==> src/rtl/cpu_pkg.sv <==
// Shared CPU constants and types for the register file and the stages around it.
package cpu_pkg;

  localparam int DATA_W = 16;
  localparam int ADDR_W = 4;
  localparam int TAG_W  = 8;

  typedef logic [ADDR_W-1:0] reg_addr_t;
  typedef logic [DATA_W-1:0] reg_data_t;
  typedef logic [TAG_W-1:0]  tag_t;

  // One register-file write port as seen by the forwarding logic.
  typedef struct packed {
    logic      wen;
    reg_addr_t addr;
    reg_data_t data;
  } wr_port_t;

  // Instruction fields held in the execute-facing register.
  typedef struct packed {
    reg_addr_t rd;
    reg_addr_t rs;
    reg_addr_t rm;
    tag_t      tag;
  } ex_hold_t;

  function automatic logic wr_hit(input wr_port_t w, input reg_addr_t a);
    return w.wen && (w.addr == a);
  endfunction

endpackage

==> src/rtl/operand_fetch_if.sv <==
// Decode / register-file / writeback / execute signals around the operand-fetch stage.
interface operand_fetch_if;
  import cpu_pkg::*;

  logic      Dec_Valid;
  logic      Dec_Ready;
  reg_addr_t Dec_Rd_Addr, Dec_Rs_Addr, Dec_Rm_Addr;
  tag_t      Dec_Tag;

  reg_addr_t Rd_Addr, Rs_Addr, Rm_Addr;
  reg_data_t Rd_Out, Rs_Out, Rm_Out;

  logic      Wb_Rd_Wen, Wb_Rs_Wen;
  reg_addr_t Wb_Rd_Addr, Wb_Rs_Addr;
  reg_data_t Wb_Rd_Data, Wb_Rs_Data;

  logic      Ex_Valid;
  logic      Ex_Ready;
  reg_data_t Ex_Rd_Data, Ex_Rs_Data, Ex_Rm_Data;
  reg_addr_t Ex_Rd_Addr, Ex_Rs_Addr, Ex_Rm_Addr;
  tag_t      Ex_Tag;

  // Surrounding pipeline: decode, register file, writeback and execute.
  modport master (
    output Dec_Valid, Dec_Rd_Addr, Dec_Rs_Addr, Dec_Rm_Addr, Dec_Tag,
    output Rd_Out, Rs_Out, Rm_Out,
    output Wb_Rd_Wen, Wb_Rs_Wen, Wb_Rd_Addr, Wb_Rs_Addr, Wb_Rd_Data, Wb_Rs_Data,
    output Ex_Ready,
    input  Dec_Ready, Rd_Addr, Rs_Addr, Rm_Addr,
    input  Ex_Valid, Ex_Rd_Data, Ex_Rs_Data, Ex_Rm_Data,
    input  Ex_Rd_Addr, Ex_Rs_Addr, Ex_Rm_Addr, Ex_Tag
  );

  // The operand-fetch stage itself.
  modport slave (
    input  Dec_Valid, Dec_Rd_Addr, Dec_Rs_Addr, Dec_Rm_Addr, Dec_Tag,
    input  Rd_Out, Rs_Out, Rm_Out,
    input  Wb_Rd_Wen, Wb_Rs_Wen, Wb_Rd_Addr, Wb_Rs_Addr, Wb_Rd_Data, Wb_Rs_Data,
    input  Ex_Ready,
    output Dec_Ready, Rd_Addr, Rs_Addr, Rm_Addr,
    output Ex_Valid, Ex_Rd_Data, Ex_Rs_Data, Ex_Rm_Data,
    output Ex_Rd_Addr, Ex_Rs_Addr, Ex_Rm_Addr, Ex_Tag
  );
endinterface

==> src/rtl/fwd_sel.sv <==
// Per-read-port forward capture: on each edge, record whether a write lands on the
// address being read this cycle, so the stale registered read can be overridden.
module fwd_sel
  import cpu_pkg::*;
(
  input  logic      clk,
  input  logic      rst_n,
  input  reg_addr_t rd_addr,
  input  wr_port_t  wb_rd,
  input  wr_port_t  wb_rs,
  output logic      fwd,
  output reg_data_t fwd_data
);

  logic      fwd_d, fwd_q;
  reg_data_t fwd_data_d, fwd_data_q;

  // NOTE: defaults first so every path assigns each output; otherwise a latch is inferred.
  always_comb begin
    fwd_d      = 1'b0;
    fwd_data_d = '0;
    if (wr_hit(wb_rs, rd_addr)) begin
      fwd_d      = 1'b1;
      fwd_data_d = wb_rs.data;
    end else if (wr_hit(wb_rd, rd_addr)) begin
      fwd_d      = 1'b1;
      fwd_data_d = wb_rd.data;
    end
  end

  // NOTE: non-blocking in clocked blocks so every flop samples pre-edge values.
  always_ff @(posedge clk) begin
    if (!rst_n) begin
      fwd_q      <= 1'b0;
      fwd_data_q <= '0;
    end else begin
      fwd_q      <= fwd_d;
      fwd_data_q <= fwd_data_d;
    end
  end

  assign fwd      = fwd_q;
  assign fwd_data = fwd_data_q;

endmodule

==> src/rtl/operand_fetch.sv <==
// Operand-fetch stage: drives register-file read addresses, holds one instruction for
// execute and forwards writeback data that lands on the file's sampling edge.
module operand_fetch
  import cpu_pkg::*;
(
  input  logic             Clock,
  input  logic             Reset_n,
  input  logic             Flush,
  operand_fetch_if.slave   bus
);

  logic      ex_valid_d, ex_valid_q;
  ex_hold_t  ex_d, ex_q;
  logic      dec_ready;
  reg_addr_t rd_addr, rs_addr, rm_addr;
  wr_port_t  wb_rd, wb_rs;
  logic      fwd_rd, fwd_rs, fwd_rm;
  reg_data_t fwd_data_rd, fwd_data_rs, fwd_data_rm;

  always_comb begin
    wb_rd = '{wen: bus.Wb_Rd_Wen, addr: bus.Wb_Rd_Addr, data: bus.Wb_Rd_Data};
    wb_rs = '{wen: bus.Wb_Rs_Wen, addr: bus.Wb_Rs_Addr, data: bus.Wb_Rs_Data};
  end

  // While stalled the held addresses go back to the file, so it re-reads every edge.
  always_comb begin
    dec_ready = !Flush && (!ex_valid_q || bus.Ex_Ready);
    if (dec_ready) begin
      rd_addr = bus.Dec_Rd_Addr;
      rs_addr = bus.Dec_Rs_Addr;
      rm_addr = bus.Dec_Rm_Addr;
    end else begin
      rd_addr = ex_q.rd;
      rs_addr = ex_q.rs;
      rm_addr = ex_q.rm;
    end
  end

  always_comb begin
    ex_valid_d = ex_valid_q;
    ex_d       = ex_q;
    if (Flush) begin
      ex_valid_d = 1'b0;
    end else if (bus.Dec_Valid && dec_ready) begin
      ex_valid_d = 1'b1;
      ex_d       = '{rd: bus.Dec_Rd_Addr, rs: bus.Dec_Rs_Addr,
                     rm: bus.Dec_Rm_Addr, tag: bus.Dec_Tag};
    end else if (ex_valid_q && bus.Ex_Ready) begin
      ex_valid_d = 1'b0;
    end
  end

  always_ff @(posedge Clock) begin
    if (!Reset_n) begin
      ex_valid_q <= 1'b0;
      ex_q       <= '0;
    end else begin
      ex_valid_q <= ex_valid_d;
      ex_q       <= ex_d;
    end
  end

  fwd_sel u_fwd_rd (.clk(Clock), .rst_n(Reset_n), .rd_addr(rd_addr), .wb_rd(wb_rd),
                    .wb_rs(wb_rs), .fwd(fwd_rd), .fwd_data(fwd_data_rd));
  fwd_sel u_fwd_rs (.clk(Clock), .rst_n(Reset_n), .rd_addr(rs_addr), .wb_rd(wb_rd),
                    .wb_rs(wb_rs), .fwd(fwd_rs), .fwd_data(fwd_data_rs));
  fwd_sel u_fwd_rm (.clk(Clock), .rst_n(Reset_n), .rd_addr(rm_addr), .wb_rd(wb_rd),
                    .wb_rs(wb_rs), .fwd(fwd_rm), .fwd_data(fwd_data_rm));

  always_comb begin
    bus.Dec_Ready  = dec_ready;
    bus.Rd_Addr    = rd_addr;
    bus.Rs_Addr    = rs_addr;
    bus.Rm_Addr    = rm_addr;
    bus.Ex_Valid   = ex_valid_q;
    bus.Ex_Rd_Addr = ex_q.rd;
    bus.Ex_Rs_Addr = ex_q.rs;
    bus.Ex_Rm_Addr = ex_q.rm;
    bus.Ex_Tag     = ex_q.tag;
    bus.Ex_Rd_Data = fwd_rd ? fwd_data_rd : bus.Rd_Out;
    bus.Ex_Rs_Data = fwd_rs ? fwd_data_rs : bus.Rs_Out;
    bus.Ex_Rm_Data = fwd_rm ? fwd_data_rm : bus.Rm_Out;
  end

endmodule

==> src/flat_wrapper.sv <==
// flat-port wrapper written by rule: the top's interface ports become plain ports
module operand_fetch_flat import cpu_pkg::*;
  (Clock, Reset_n, Flush, bus_Dec_Valid, bus_Dec_Rd_Addr, bus_Dec_Rs_Addr, bus_Dec_Rm_Addr, bus_Dec_Tag, bus_Rd_Out, bus_Rs_Out, bus_Rm_Out, bus_Wb_Rd_Wen, bus_Wb_Rs_Wen, bus_Wb_Rd_Addr, bus_Wb_Rs_Addr, bus_Wb_Rd_Data, bus_Wb_Rs_Data, bus_Ex_Ready, bus_Dec_Ready, bus_Rd_Addr, bus_Rs_Addr, bus_Rm_Addr, bus_Ex_Valid, bus_Ex_Rd_Data, bus_Ex_Rs_Data, bus_Ex_Rm_Data, bus_Ex_Rd_Addr, bus_Ex_Rs_Addr, bus_Ex_Rm_Addr, bus_Ex_Tag);
  operand_fetch_if bus_i ();
  input  logic Clock;
  input  logic Reset_n;
  input  logic Flush;
  input wire logic [$bits(bus_i.Dec_Valid)-1:0] bus_Dec_Valid;
  input wire logic [$bits(bus_i.Dec_Rd_Addr)-1:0] bus_Dec_Rd_Addr;
  input wire logic [$bits(bus_i.Dec_Rs_Addr)-1:0] bus_Dec_Rs_Addr;
  input wire logic [$bits(bus_i.Dec_Rm_Addr)-1:0] bus_Dec_Rm_Addr;
  input wire logic [$bits(bus_i.Dec_Tag)-1:0] bus_Dec_Tag;
  input wire logic [$bits(bus_i.Rd_Out)-1:0] bus_Rd_Out;
  input wire logic [$bits(bus_i.Rs_Out)-1:0] bus_Rs_Out;
  input wire logic [$bits(bus_i.Rm_Out)-1:0] bus_Rm_Out;
  input wire logic [$bits(bus_i.Wb_Rd_Wen)-1:0] bus_Wb_Rd_Wen;
  input wire logic [$bits(bus_i.Wb_Rs_Wen)-1:0] bus_Wb_Rs_Wen;
  input wire logic [$bits(bus_i.Wb_Rd_Addr)-1:0] bus_Wb_Rd_Addr;
  input wire logic [$bits(bus_i.Wb_Rs_Addr)-1:0] bus_Wb_Rs_Addr;
  input wire logic [$bits(bus_i.Wb_Rd_Data)-1:0] bus_Wb_Rd_Data;
  input wire logic [$bits(bus_i.Wb_Rs_Data)-1:0] bus_Wb_Rs_Data;
  input wire logic [$bits(bus_i.Ex_Ready)-1:0] bus_Ex_Ready;
  output wire logic [$bits(bus_i.Dec_Ready)-1:0] bus_Dec_Ready;
  output wire logic [$bits(bus_i.Rd_Addr)-1:0] bus_Rd_Addr;
  output wire logic [$bits(bus_i.Rs_Addr)-1:0] bus_Rs_Addr;
  output wire logic [$bits(bus_i.Rm_Addr)-1:0] bus_Rm_Addr;
  output wire logic [$bits(bus_i.Ex_Valid)-1:0] bus_Ex_Valid;
  output wire logic [$bits(bus_i.Ex_Rd_Data)-1:0] bus_Ex_Rd_Data;
  output wire logic [$bits(bus_i.Ex_Rs_Data)-1:0] bus_Ex_Rs_Data;
  output wire logic [$bits(bus_i.Ex_Rm_Data)-1:0] bus_Ex_Rm_Data;
  output wire logic [$bits(bus_i.Ex_Rd_Addr)-1:0] bus_Ex_Rd_Addr;
  output wire logic [$bits(bus_i.Ex_Rs_Addr)-1:0] bus_Ex_Rs_Addr;
  output wire logic [$bits(bus_i.Ex_Rm_Addr)-1:0] bus_Ex_Rm_Addr;
  output wire logic [$bits(bus_i.Ex_Tag)-1:0] bus_Ex_Tag;
  assign bus_i.Dec_Valid = bus_Dec_Valid;
  assign bus_i.Dec_Rd_Addr = bus_Dec_Rd_Addr;
  assign bus_i.Dec_Rs_Addr = bus_Dec_Rs_Addr;
  assign bus_i.Dec_Rm_Addr = bus_Dec_Rm_Addr;
  assign bus_i.Dec_Tag = bus_Dec_Tag;
  assign bus_i.Rd_Out = bus_Rd_Out;
  assign bus_i.Rs_Out = bus_Rs_Out;
  assign bus_i.Rm_Out = bus_Rm_Out;
  assign bus_i.Wb_Rd_Wen = bus_Wb_Rd_Wen;
  assign bus_i.Wb_Rs_Wen = bus_Wb_Rs_Wen;
  assign bus_i.Wb_Rd_Addr = bus_Wb_Rd_Addr;
  assign bus_i.Wb_Rs_Addr = bus_Wb_Rs_Addr;
  assign bus_i.Wb_Rd_Data = bus_Wb_Rd_Data;
  assign bus_i.Wb_Rs_Data = bus_Wb_Rs_Data;
  assign bus_i.Ex_Ready = bus_Ex_Ready;
  assign bus_Dec_Ready = bus_i.Dec_Ready;
  assign bus_Rd_Addr = bus_i.Rd_Addr;
  assign bus_Rs_Addr = bus_i.Rs_Addr;
  assign bus_Rm_Addr = bus_i.Rm_Addr;
  assign bus_Ex_Valid = bus_i.Ex_Valid;
  assign bus_Ex_Rd_Data = bus_i.Ex_Rd_Data;
  assign bus_Ex_Rs_Data = bus_i.Ex_Rs_Data;
  assign bus_Ex_Rm_Data = bus_i.Ex_Rm_Data;
  assign bus_Ex_Rd_Addr = bus_i.Ex_Rd_Addr;
  assign bus_Ex_Rs_Addr = bus_i.Ex_Rs_Addr;
  assign bus_Ex_Rm_Addr = bus_i.Ex_Rm_Addr;
  assign bus_Ex_Tag = bus_i.Ex_Tag;
  operand_fetch u_core (.Clock(Clock), .Reset_n(Reset_n), .Flush(Flush), .bus(bus_i));
endmodule
==> config.mk <==
export PLATFORM = sky130hd
export DESIGN_NAME = operand_fetch_flat
export DESIGN_NICKNAME = d
export VERILOG_FILES = /design/src/rtl/cpu_pkg.sv /design/src/rtl/operand_fetch_if.sv /design/src/rtl/fwd_sel.sv /design/src/rtl/operand_fetch.sv /design/src/flat_wrapper.sv
export SDC_FILE = /design/constraint.sdc
export NUM_CORES = 1
export LEC_CHECK = 0
export CAP_MARGIN = 0
export CORE_UTILIZATION = 42
export CTS_CLUSTER_SIZE = 10
export DETAILED_ROUTE_END_ITERATION = 16
export PLACE_DENSITY = 0.82
export SYNTH_ARGS = -nofsm -noshare
export SYNTH_HDL_FRONTEND = slang
export SYNTH_SLANG_ARGS = --single-unit
==> constraint.sdc <==
create_clock -name Clock -period 2.4 [get_ports Clock]
set_clock_uncertainty 0.15 [all_clocks]
set_input_delay 0.36 -clock Clock [delete_from_list [all_inputs] [get_ports Clock]]
set_output_delay 0.36 -clock Clock [all_outputs]
set_load 0.01 [all_outputs]
Fig. 1: run 1, track usage over the die
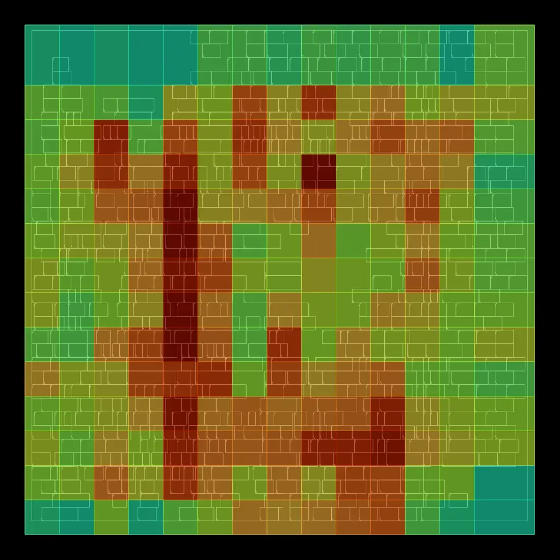
met2 Use GR: 48.08%
gr busiest metal: met2
met3 usage: 6.418%

Fig. 2: run 1, PDN straps and rails
Pins as bars on the die edge. Tap cells in gray.
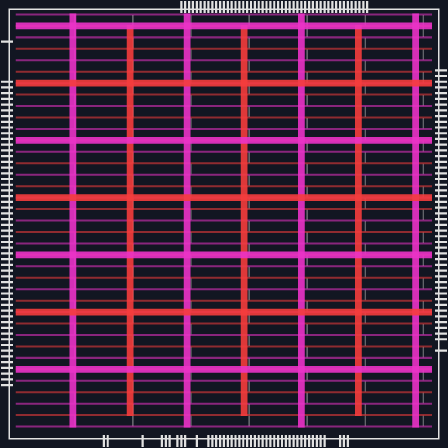
legend:
  VDD:
    color: red
  VSS:
    color: magenta
met1 rails: 37
rows: 36
met5 straps: 7
met4 straps: 7
tap cells: 133
peak supply drop: 0.2313 mV
die height: 101.7 um
Die Wd: 101.7 um
Core Area: 0.009684 mm2

Fig. 3: run 1, sequential cells colored by netlist name
Other sequential cells in the stronger gray, the rest of the logic in the fainter gray.
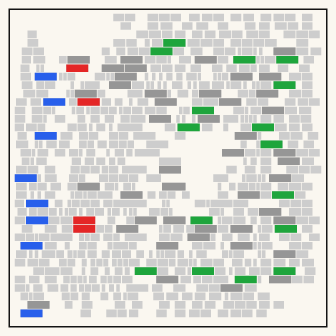
legend:
  u_core.u_fwd_rm.fwd_data:
    color: green
    placed_flops: 16
  u_core.bus.Ex_Rm_Addr:
    color: red
    placed_flops: 4
  u_core.bus.Ex_Tag:
    color: blue
    placed_flops: 8
flop share of the area: 21.59%
Storage cell area: 0.001443 mm2

==> impl_metrics.ini, run 1 <==
; implementation run metrics
[finish]
area_share_clock_buf_inv_pct = 3.090
buffers = 235
lay_top_count = clkdlybuf4s50_1

[critical_path]
startpoint = bus_Ex_Ready
critPathTopFamily = buffers and inverters
crit_chain = clkdlybuf4s50_1 > nor2b_4 > nor2_4 > buf_12 > mux2_2 > dlygate4sd2_1
worstPathMaxFanout = 11
required_ns = 1.89

[cts]
tritoncts = done
clock_sinks = 72

[detailed_routing]
initialDrtViolationCount = 102
maxUsedRoutingLayer = met4
met3_length_mm = 1.022

[timing]
slew_headroom_pct = 57.43

[place]
portBuffers = 196

[outcome]
status = completed

[power]
p_clk_share_pct = 32.9

[global_routing]
grt.overflow.total = 0

[synth]
avgSynthCellArea_um2 = 9.156
postSynth.asyncResetShare_pct = 0

[min_path]
holdPathEnd = u_core.bus.Ex_Tag[2]
Fig. 4: run 1, routed clock nets over the placement
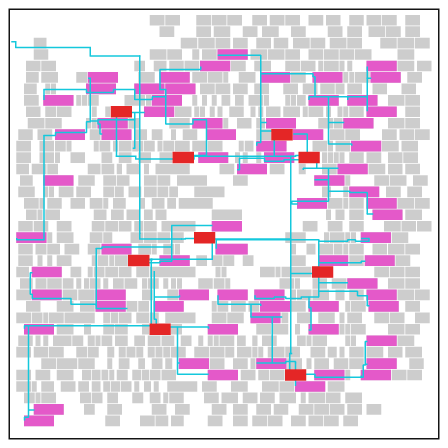

==> run 2: changes to the inputs <==
SLEW_MARGIN = 20   (was unset)
SYNTH_HIERARCHICAL = 1   (was unset)
Fig. 5: run 2, routed clock nets over the placement
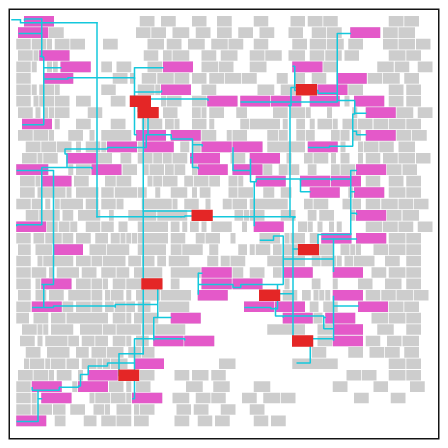
legend:
  flip-flops:
    color: magenta
    count: 72
  clock drivers:
    color: red
    count: 9
  clock wires:
    color: cyan
    length: 962 um
flops lie: widely spread
Clock power frac: 30.1%
P_clk: 0.000955 W
Late-Pin Clk Latency: 0.35 ns

Fig. 6: run 2, sequential cells colored by netlist name
Other sequential cells in the stronger gray, the rest of the logic in the fainter gray.
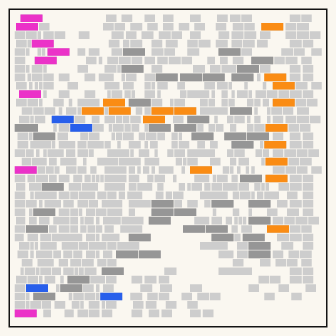
legend:
  u_core/bus.Ex_Rm_Addr:
    color: blue
    placed_flops: 4
  u_core/bus.Ex_Tag:
    color: magenta
    placed_flops: 8
  u_core/u_fwd_rs/fwd_data:
    color: orange
    placed_flops: 16
P_seq: 0.00125 W
flop share of the area: 21.20%
final core occ: 69.95%

Fig. 7: run 2, PDN straps and rails
Pins as bars on the die edge. Tap cells in gray.
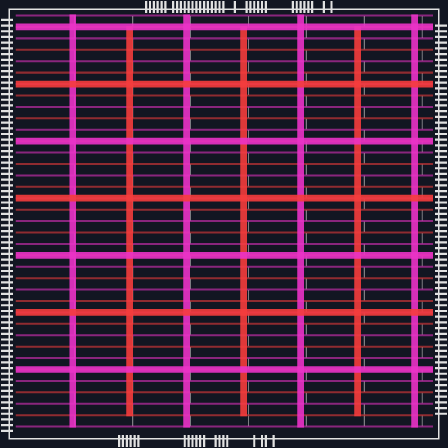
legend:
  VSS:
    color: magenta
  VDD:
    color: red
tap cells: 133
met5 straps: 7
peak supply drop: 0.2548 mV
Die Wd: 102.0 um
die height: 102.0 um

==> run 2 against run 1 <==
Effect of this change:
- first-iteration DRC count is 90% higher
- critical endpoint is now u_core/u_fwd_rd/fwd_data[4]
- global-route usage is 1.9 points lower
- critical path type is now reg -> reg
- synthesized cell count is 5.3% lower
- setup slack worse by 0.075 ns
- clock-buffer cell count is 1 higher
- via count is 3.6% lower
- the run now ends with negative setup slack left
- sequential share of layout area is 0.39 points lower
- routed wire length is 0.27% higher
==> impl_metrics.ini, run 2 <==
; implementation run metrics
[critical_path]
critPathTopFamily = simple AND/OR/NAND/NOR gates
worstPathMaxFanout = 4
startpoint = u_core/bus.Ex_Valid

[die]
core-area_mm2 = 0.009729

[outcome]
status = complete, but fails checks
violations = negative setup slack

[timing]
fin_ws_ns = -0.01827
slew_headroom_pct = 68.83
setup_violations = 3

[detailed_routing]
maxUsedRoutingLayer = met4
met3_length_mm = 1.725
initialDrtViolationCount = 194

[finish]
area_share_clock_buf_inv_pct = 2.758
buffers = 236
seqCellArea_mm2 = 0.001443

[place]
portBuffers = 196

[cts]
tritoncts = done

[global_routing]
grt.overflow.total = 0
top_usage_layer = met2
gr-usage-met2_pct = 44.91
met3_usage_pct = 9.713

[synth]
postSynth.asyncResetShare_pct = 0
avgSynthCellArea_um2 = 9.714
No activity file was given, so power comes from the tool's default toggle rates.
